### config.mk
export PLATFORM = sky130hd
export DESIGN_NAME = regfile_wr_sched
export DESIGN_NICKNAME = d
export VERILOG_FILES = /design/src/rtl/regfile_wr_sched.sv
export SDC_FILE = /design/constraint.sdc
export NUM_CORES = 1
export LEC_CHECK = 0
export CORE_MARGIN = 2
export CORE_UTILIZATION = 44
export CTS_BUF_LIST = sky130_fd_sc_hd__clkbuf_2
export CTS_CLUSTER_SIZE = 16
export DETAILED_ROUTE_END_ITERATION = 8
export PLACE_DENSITY = 0.95
export SLEW_MARGIN = 20
export SYNTH_ARGS = -nofsm -noshare
export SYNTH_HDL_FRONTEND = slang
export SYNTH_SLANG_ARGS = --single-unit
### constraint.sdc
create_clock -name clk -period 3.2 [get_ports clk]
set_input_delay 0.32 -clock clk [delete_from_list [all_inputs] [get_ports clk]]
set_output_delay 0.32 -clock clk [all_outputs]
set_load 0.01 [all_outputs]
### src/rtl/regfile_wr_sched.sv
// Write-port scheduler for the register file: zero-fills every register after reset
// or soft clear, then arbitrates two write-back requesters round-robin onto one port.
module regfile_wr_sched #(
   parameter int DW      = 32,
   parameter int AW      = 5,
   parameter int NREG    = 32,
   parameter int RA_ADDR = 31
) (
   input  logic          clk,
   input  logic          rst,
   input  logic          clr,
   input  logic          req0_valid,
   output logic          req0_ready,
   input  logic [AW-1:0] req0_addr,
   input  logic [DW-1:0] req0_data,
   input  logic          req0_link,
   input  logic          req1_valid,
   output logic          req1_ready,
   input  logic [AW-1:0] req1_addr,
   input  logic [DW-1:0] req1_data,
   input  logic          req1_link,
   output logic          Reg_wr,
   output logic          ra_wr,
   output logic [AW-1:0] w_addr,
   output logic [DW-1:0] w_data,
   output logic          init_done,
   output logic          dbg_state,
   output logic          dbg_pri
);

   typedef enum logic {ST_INIT = 1'b0, ST_RUN = 1'b1} state_t;

   state_t        state;
   logic [AW-1:0] cnt;
   logic          pri;
   logic          gnt0;
   logic          gnt1;
   logic          xfer;
   logic [AW-1:0] sel_addr;
   logic [DW-1:0] sel_data;
   logic          sel_link;

   // Handshake: a transfer happens on a rising edge where reqN_valid & reqN_ready;
   // ready is a function of state, clr, pri and both valids only, so a requester
   // holds valid/addr/data/link stable until it sees ready.
   always_comb begin
      gnt0 = 1'b0;
      gnt1 = 1'b0;
      if (state == ST_RUN && !clr) begin
         if (req0_valid && req1_valid) begin
            gnt0 = !pri;
            gnt1 = pri;
         end else begin
            gnt0 = req0_valid;
            gnt1 = req1_valid;
         end
      end
   end

   assign req0_ready = gnt0;
   assign req1_ready = gnt1;
   assign xfer       = gnt0 | gnt1;
   assign sel_addr   = gnt1 ? req1_addr : req0_addr;
   assign sel_data   = gnt1 ? req1_data : req0_data;
   assign sel_link   = gnt1 ? req1_link : req0_link;
   assign dbg_state  = state;
   assign dbg_pri    = pri;

   always_ff @(posedge clk or negedge rst) begin
      if (!rst) begin
         state     <= ST_INIT;
         cnt       <= '0;
         pri       <= 1'b0;
         Reg_wr    <= 1'b0;
         ra_wr     <= 1'b0;
         w_addr    <= '0;
         w_data    <= '0;
         init_done <= 1'b0;
      end else if (clr) begin
         // Soft clear drops any write this cycle and restarts the fill from 0.
         state     <= ST_INIT;
         cnt       <= '0;
         pri       <= 1'b0;
         Reg_wr    <= 1'b0;
         ra_wr     <= 1'b0;
         init_done <= 1'b0;
      end else begin
         case (state)
            ST_INIT: begin
               Reg_wr <= 1'b1;
               ra_wr  <= 1'b0;
               w_addr <= cnt;
               w_data <= '0;
               if (cnt == AW'(NREG - 1)) begin
                  state     <= ST_RUN;
                  init_done <= 1'b1;
                  cnt       <= '0;
               end else begin
                  cnt <= cnt + 1'b1;
               end
            end
            ST_RUN: begin
               if (xfer) begin
                  w_data <= sel_data;
                  pri    <= gnt0;
                  if (sel_link) begin
                     Reg_wr <= 1'b0;
                     ra_wr  <= 1'b1;
                     w_addr <= AW'(RA_ADDR);
                  end else begin
                     // Register 0 is hardwired: accept the write but never enable it.
                     Reg_wr <= (sel_addr != '0);
                     ra_wr  <= 1'b0;
                     w_addr <= sel_addr;
                  end
               end else begin
                  Reg_wr <= 1'b0;
                  ra_wr  <= 1'b0;
               end
            end
            default: state <= ST_INIT;
         endcase
      end
   end

endmodule
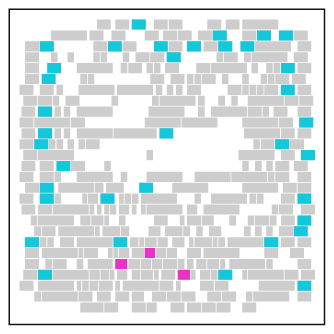
(selected gate families)
Scale: 4 px per um.
- AND-OR and OR-AND gates: magenta (cells 3)
- multiplexers: cyan (cells 36; where all over the die)

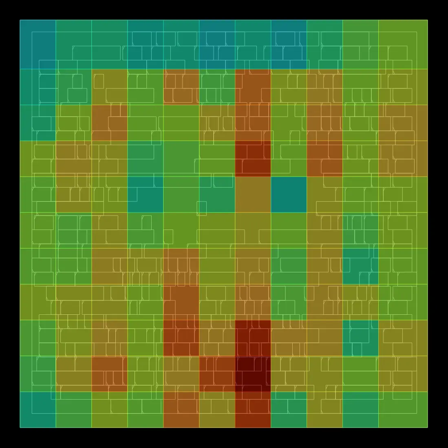
(routing congestion map)
busiest grt layer: met2
met2 GRT Util: 37.6%
met3 usage: 5.98%

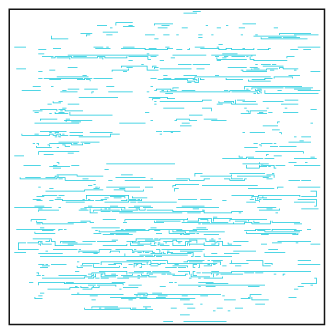
(metal 1)
Scale: 4 px per um.
- share of all routed wire: 41%
- nets with wire on the layer: 379

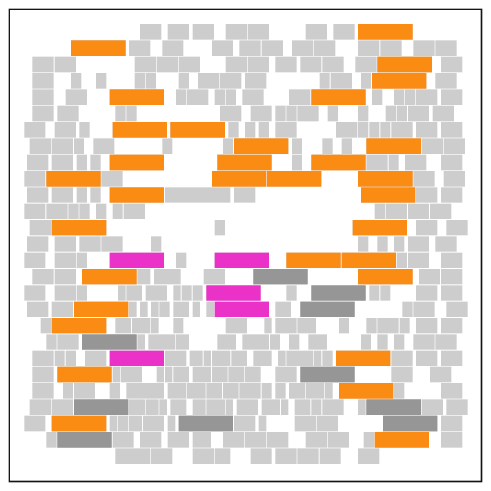
(sequential cells grouped by signal name)
Scale: 6 px per um. Other sequential cells in the stronger grey, the rest of the logic in the fainter grey.
- w_data: orange (sequential cells 32; where all over the die)
- cnt: magenta (sequential cells 5; where middle)

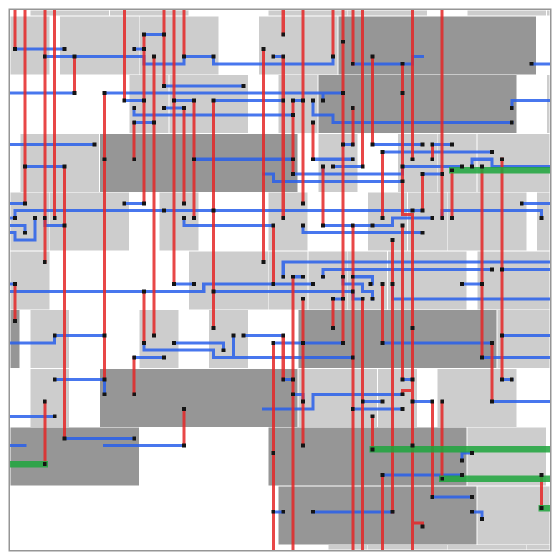
(close-up of the layout)
Region (46, 46) to (71, 71) um. Cells in grey, sequential cells in the stronger grey; small squares are vias.
- metal 2: red
- metal 1: blue
- metal 3: green
- sequential cells in the window: 8
- netlist names of flops here include: w_data (8)
- most frequent: clkdlybuf4s50_1 (13)
- cells with their middle in the window: 44

==> impl_metrics.json <==
{
  "outcome": "finished clean",
  "critPathTopFamily": "simple AND/OR/NAND/NOR gates",
  "synth_cells": 240,
  "gr-total-overflow": 0,
  "synthToLayoutAreaGrowth_pct": 54.3,
  "crit_path_end": "req0_ready",
  "top_cells_by_area": "dfrtp_1 (48%), mux2i_1 (15%), nand3_1 (7.0%)",
  "p_int_mw": 0.849,
  "crit_arrival_ps": 2470,
  "comb_cells": 172,
  "synth_flop_count": 47,
  "setup_violations": 0,
  "fin_nets": 439,
  "clk_share_pct": 1.70,
  "tool_warnings": 26,
  "design.seq.count": 47,
  "cellLeakagePower_nw": 1.74,
  "antenna_cells": 0,
  "drt-total-wl_mm": 6.49,
  "comb_area_share_pct": 30.7,
  "ctsHoldBuffers": 0,
  "cp_num_buf_inv": 1,
  "start_kind": "flip-flop",
  "r2r-end": "w_addr[0]",
  "fp.coreArea_sq_um": 5440,
  "reg2regPathDepth": 5,
  "end_kind": "primary output",
  "final_area_sq_um": 3760,
  "grtUsageTotal_pct": 21.4,
  "grt_pass1_wl_mm": 10.5,
  "critPathMaxFanout": 15,
  "critical_path_class": "reg2out",
  "cpPeakStageDelay_ps": 680,
  "met2WireLength_mm": 3.29,
  "ctsRootBufferMaster": "clkbuf_2",
  "maxClockFrequency_mhz": 358,
  "cts-htree-levels": 2,
  "drt_iter0_drc": 164,
  "path_cells": "nor2b_1 > o21ai_4 > nor2_1 > clkdlybuf4s50_1",
  "die_area_sq_um": 6150,
  "first_pass_iters": 4,
  "vias": 2295,
  "power_frac_comb_pct": 16.5,
  "slew_headroom_pct": 56.6,
  "crit_required_ps": 2880,
  "switching_power_mw": 0.257,
  "utilization_pct": 69.2,
  "fin_crit_ps": 2790,
  "slew_viol_final": 0,
  "dp_slack_ps": 681
}
## logic make-up after synthesis
group | share of synthesized area (%)
buffers and inverters | 4.72
AND/OR/NAND/NOR | 15.4
AND-OR/OR-AND | 15.8
multiplexers | 14.8
flip-flops | 48.2
adder cells (fa/ha/maj) | 1.03
## state kept, by name, summed over array words and instances, names as in the netlist
name and flops:
cnt 5, dbg_pri 1, w_data 32, init_done 1, Reg_wr 1, w_addr 5
dbg_state 1, ra_wr 1
## power groups by stage
stage	Sequential [mW]	Clock [mW]	Combinational, mW
floorplan	0.623	0	0.0432
global placement	0.622	0	0.177
detailed placement	0.622	0	0.182
CTS	0.612	0.318	0.182
global route	0.614	0.348	0.197
finish	0.612	0.311	0.182
No activity file was given, so power comes from the tool's default toggle rates.
